==> images/gates.png <==
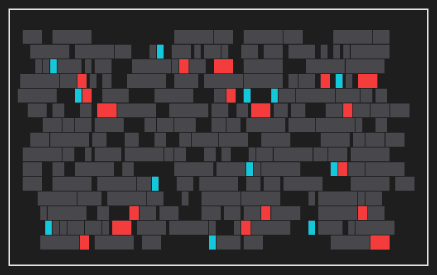
==> images/ff_map.png <==
Other sequential cells in the stronger grey, the rest of the logic in the fainter grey.
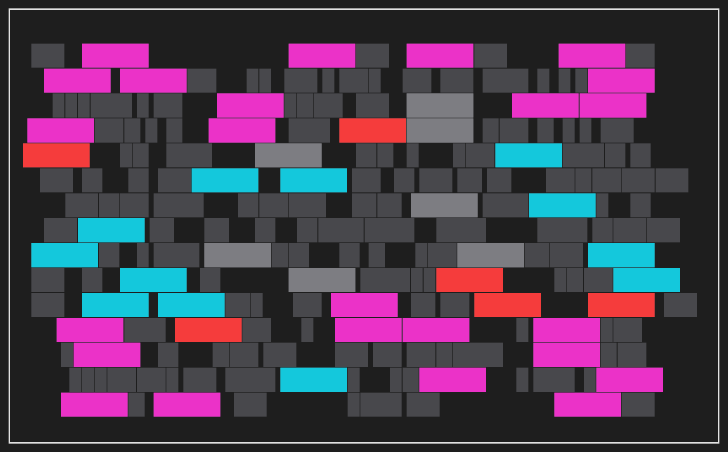
==> images/clock_nets.png <==
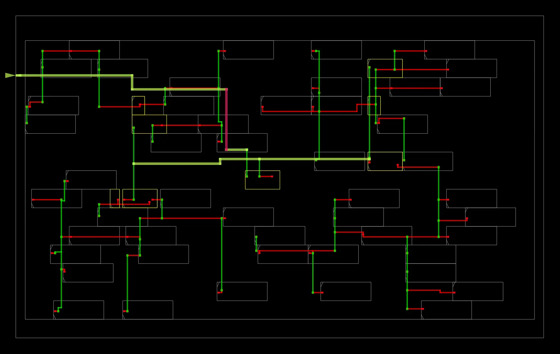
[src/rtl/calpoc_pkg.sv]
// Shared definitions for the calculator front end: button bit mapping,
// lockout state encoding and the press-priority picker.
package calpoc_pkg;

  localparam int CALPOC_NUM_BUTTONS = 6;

  localparam int BTN_1   = 0;
  localparam int BTN_0   = 1;
  localparam int BTN_OR  = 2;
  localparam int BTN_XOR = 3;
  localparam int BTN_EQ  = 4;
  localparam int BTN_CLR = 5;

  typedef enum logic {
    BCOND_IDLE    = 1'b0,
    BCOND_PRESSED = 1'b1
  } bcond_state_t;

  // One-hot grant for the winning request. OR deliberately outranks XOR,
  // so this is not a plain MSB-first priority encoder.
  function automatic logic [CALPOC_NUM_BUTTONS-1:0] calpoc_pick(
    input logic [CALPOC_NUM_BUTTONS-1:0] req
  );
    logic [CALPOC_NUM_BUTTONS-1:0] grant;
    grant = '0;
    if (req[BTN_CLR])      grant[BTN_CLR] = 1'b1;
    else if (req[BTN_EQ])  grant[BTN_EQ]  = 1'b1;
    else if (req[BTN_OR])  grant[BTN_OR]  = 1'b1;
    else if (req[BTN_XOR]) grant[BTN_XOR] = 1'b1;
    else if (req[BTN_0])   grant[BTN_0]   = 1'b1;
    else if (req[BTN_1])   grant[BTN_1]   = 1'b1;
    return grant;
  endfunction

endpackage

[src/rtl/calpoc_debounce.sv]
// Single-channel synchronizer plus debouncer. The stable level only flips
// after DEBOUNCE_CYCLES consecutive edges of disagreement with the synced input.
module calpoc_debounce
  import calpoc_pkg::*;
#(
  parameter int SYNC_STAGES     = 2,
  parameter int DEBOUNCE_CYCLES = 16
) (
  input  logic i_clk,
  input  logic i_rst,
  input  logic i_raw,
  output logic o_stable,
  output logic o_stable_next,
  output logic o_rise
);

  localparam int CW = (DEBOUNCE_CYCLES > 1) ? $clog2(DEBOUNCE_CYCLES) : 1;
  localparam logic [CW-1:0] CNT_LAST = CW'(DEBOUNCE_CYCLES - 1);

  logic [SYNC_STAGES-1:0] r_sync;
  logic [CW-1:0]          r_cnt;
  logic                   r_stable;

  logic w_synced;
  logic w_differ;
  logic w_flip;
  logic w_stable_next;

  assign w_synced      = r_sync[SYNC_STAGES-1];
  assign w_differ      = w_synced ^ r_stable;
  assign w_flip        = w_differ && (r_cnt == CNT_LAST);
  assign w_stable_next = r_stable ^ w_flip;

  always_ff @(posedge i_clk) begin
    if (i_rst) begin
      r_sync   <= '0;
      r_cnt    <= '0;
      r_stable <= 1'b0;
    end else begin
      r_sync   <= {r_sync[SYNC_STAGES-2:0], i_raw};
      r_stable <= w_stable_next;
      // Any agreeing cycle throws away the partial count.
      if (!w_differ || w_flip) r_cnt <= '0;
      else                     r_cnt <= r_cnt + 1'b1;
    end
  end

  assign o_stable      = r_stable;
  assign o_stable_next = w_stable_next;
  assign o_rise        = w_flip & ~r_stable;

endmodule

[src/rtl/calpoc_button_conditioner.sv]
// Debounces the six calculator buttons and emits at most one registered
// press pulse per cycle, with a lockout so held buttons never repeat.
module calpoc_button_conditioner
  import calpoc_pkg::*;
#(
  parameter int NUM_BUTTONS     = CALPOC_NUM_BUTTONS,
  parameter int SYNC_STAGES     = 2,
  parameter int DEBOUNCE_CYCLES = 16
) (
  input  logic                   CLK,
  input  logic                   RST,
  input  logic [NUM_BUTTONS-1:0] ButtonRaw,
  output logic [NUM_BUTTONS-1:0] ButtonPulse,
  output logic [NUM_BUTTONS-1:0] ButtonLevel,
  output logic                   Busy
);

  logic [NUM_BUTTONS-1:0] w_level;
  logic [NUM_BUTTONS-1:0] w_level_next;
  logic [NUM_BUTTONS-1:0] w_rise;

  for (genvar g = 0; g < NUM_BUTTONS; g++) begin : g_chan
    calpoc_debounce #(
      .SYNC_STAGES     (SYNC_STAGES),
      .DEBOUNCE_CYCLES (DEBOUNCE_CYCLES)
    ) u_debounce (
      .i_clk         (CLK),
      .i_rst         (RST),
      .i_raw         (ButtonRaw[g]),
      .o_stable      (w_level[g]),
      .o_stable_next (w_level_next[g]),
      .o_rise        (w_rise[g])
    );
  end

  bcond_state_t           r_state;
  bcond_state_t           w_state_next;
  logic [NUM_BUTTONS-1:0] r_pulse;
  logic [NUM_BUTTONS-1:0] w_pulse_next;

  always_ff @(posedge CLK) begin
    if (RST) begin
      r_state <= BCOND_IDLE;
      r_pulse <= '0;
    end else begin
      r_state <= w_state_next;
      r_pulse <= w_pulse_next;
    end
  end

  // Lockout: only the first press after all buttons are released gets through,
  // except Clear, which must always reach the calculator.
  always_comb begin
    w_state_next = r_state;
    w_pulse_next = '0;
    case (r_state)
      BCOND_IDLE: begin
        if (|w_rise) begin
          w_pulse_next = calpoc_pick(w_rise);
          w_state_next = BCOND_PRESSED;
        end
      end
      BCOND_PRESSED: begin
        if (w_rise[BTN_CLR]) w_pulse_next[BTN_CLR] = 1'b1;
        if (w_level_next == '0) w_state_next = BCOND_IDLE;
      end
      default: w_state_next = BCOND_IDLE;
    endcase
  end

  assign ButtonPulse = r_pulse;
  assign ButtonLevel = w_level;
  assign Busy        = (r_state == BCOND_PRESSED);

endmodule

[config.mk]
export PLATFORM = sky130hd
export DESIGN_NAME = calpoc_button_conditioner
export DESIGN_NICKNAME = d
export VERILOG_FILES = /design/src/rtl/calpoc_pkg.sv /design/src/rtl/calpoc_debounce.sv /design/src/rtl/calpoc_button_conditioner.sv
export SDC_FILE = /design/constraint.sdc
export NUM_CORES = 1
export LEC_CHECK = 0
export CAP_MARGIN = 20
export CORE_ASPECT_RATIO = 0.6
export CORE_MARGIN = 1
export CORE_UTILIZATION = 54
export DETAILED_ROUTE_END_ITERATION = 10
export PLACE_DENSITY = 0.75
export SLEW_MARGIN = 20
export SYNTH_ARGS = -nofsm -noshare
export SYNTH_HDL_FRONTEND = slang
export SYNTH_HIERARCHICAL = 1
export SYNTH_SLANG_ARGS = --single-unit
[constraint.sdc]
create_clock -name CLK -period 2.1 [get_ports CLK]
set_input_delay 0.525 -clock CLK [delete_from_list [all_inputs] [get_ports CLK]]
set_output_delay 0.525 -clock CLK [all_outputs]
set_load 0.005 [all_outputs]
==> changes_impl.md <==
## Flow update

- Status: completed
- Combinational share of power: 3.3%
- Unrepaired setup endpoints after global routing: false
- Hold_buf cts: 0
- Final Skew: a little under 0.007 ns
- Dominant cell type by area after synthesis: dfxtp_1
- Met2 GRT Util: 31.68%
- # IOs: 21
- Die Span Y: 47.15 µm
- Buffer levels on the longest clock path: 2
- Final core utilization: 71.85%
- GR Util met3: 5.825%
- Worst Setup SP: Busy
- Tcrit/Tclk final: 84.47%
- Via count of the first global-routing pass: 1168
- CTS tree: done
- #MultiIn Comb: 110
- Drt total wl: 3.113 mm
- Ys flop type: dfxtp_1
- Max reg flops: 24
- CP delay by family, top: buffers and inverters
- Combinational power: around 0.000049 W
- Placed cell areas: 2102 µm²
- Synth warn: 6
- DR pass1 iterations: 4
- Seq/total area: 44.90%
- Leakage: 0.8861 nW
- Ys cells: ~170
- Final setup vio count: 0
- GRT Util Overall: 19.24%
- Yosys Chip Area: approximately 1800 µm²
- Post-CTS sizing: 0
- Cells after Synth: 171
- Max layer used: met4
- Adders+Majority by Area: 4.093%
- Routed wl met2: roughly 1.4 mm
- Setup crit start kind: register
- Layout Area Growth over Synthesis: 19.10%
- Post-route cell area: 2185 µm²
## Picture notes: gates.png
[red] nand cells | cells: 18 | where: spread over the die
[cyan] inv cells | cells: 12 | where: spread over the die
Post-Layout Cell Count: 243
logic share of the area: 37.00%

## Picture notes: ff_map.png
[magenta] g_chan.u_debounce/r_cnt | flops: 24 | where: spread over the die
[red] g_chan.u_debounce/o_stable | flops: 6
[cyan] g_chan.u_debounce/r_sync | flops: 12
P_seq: 0.000950 W
sequential cell area: 980.9 µm²

## Picture notes: clock_nets.png
TritonCTS Buffers: 5
total of clock buffers placed in the layout: 6

Power is estimated from default activity; no workload was simulated.
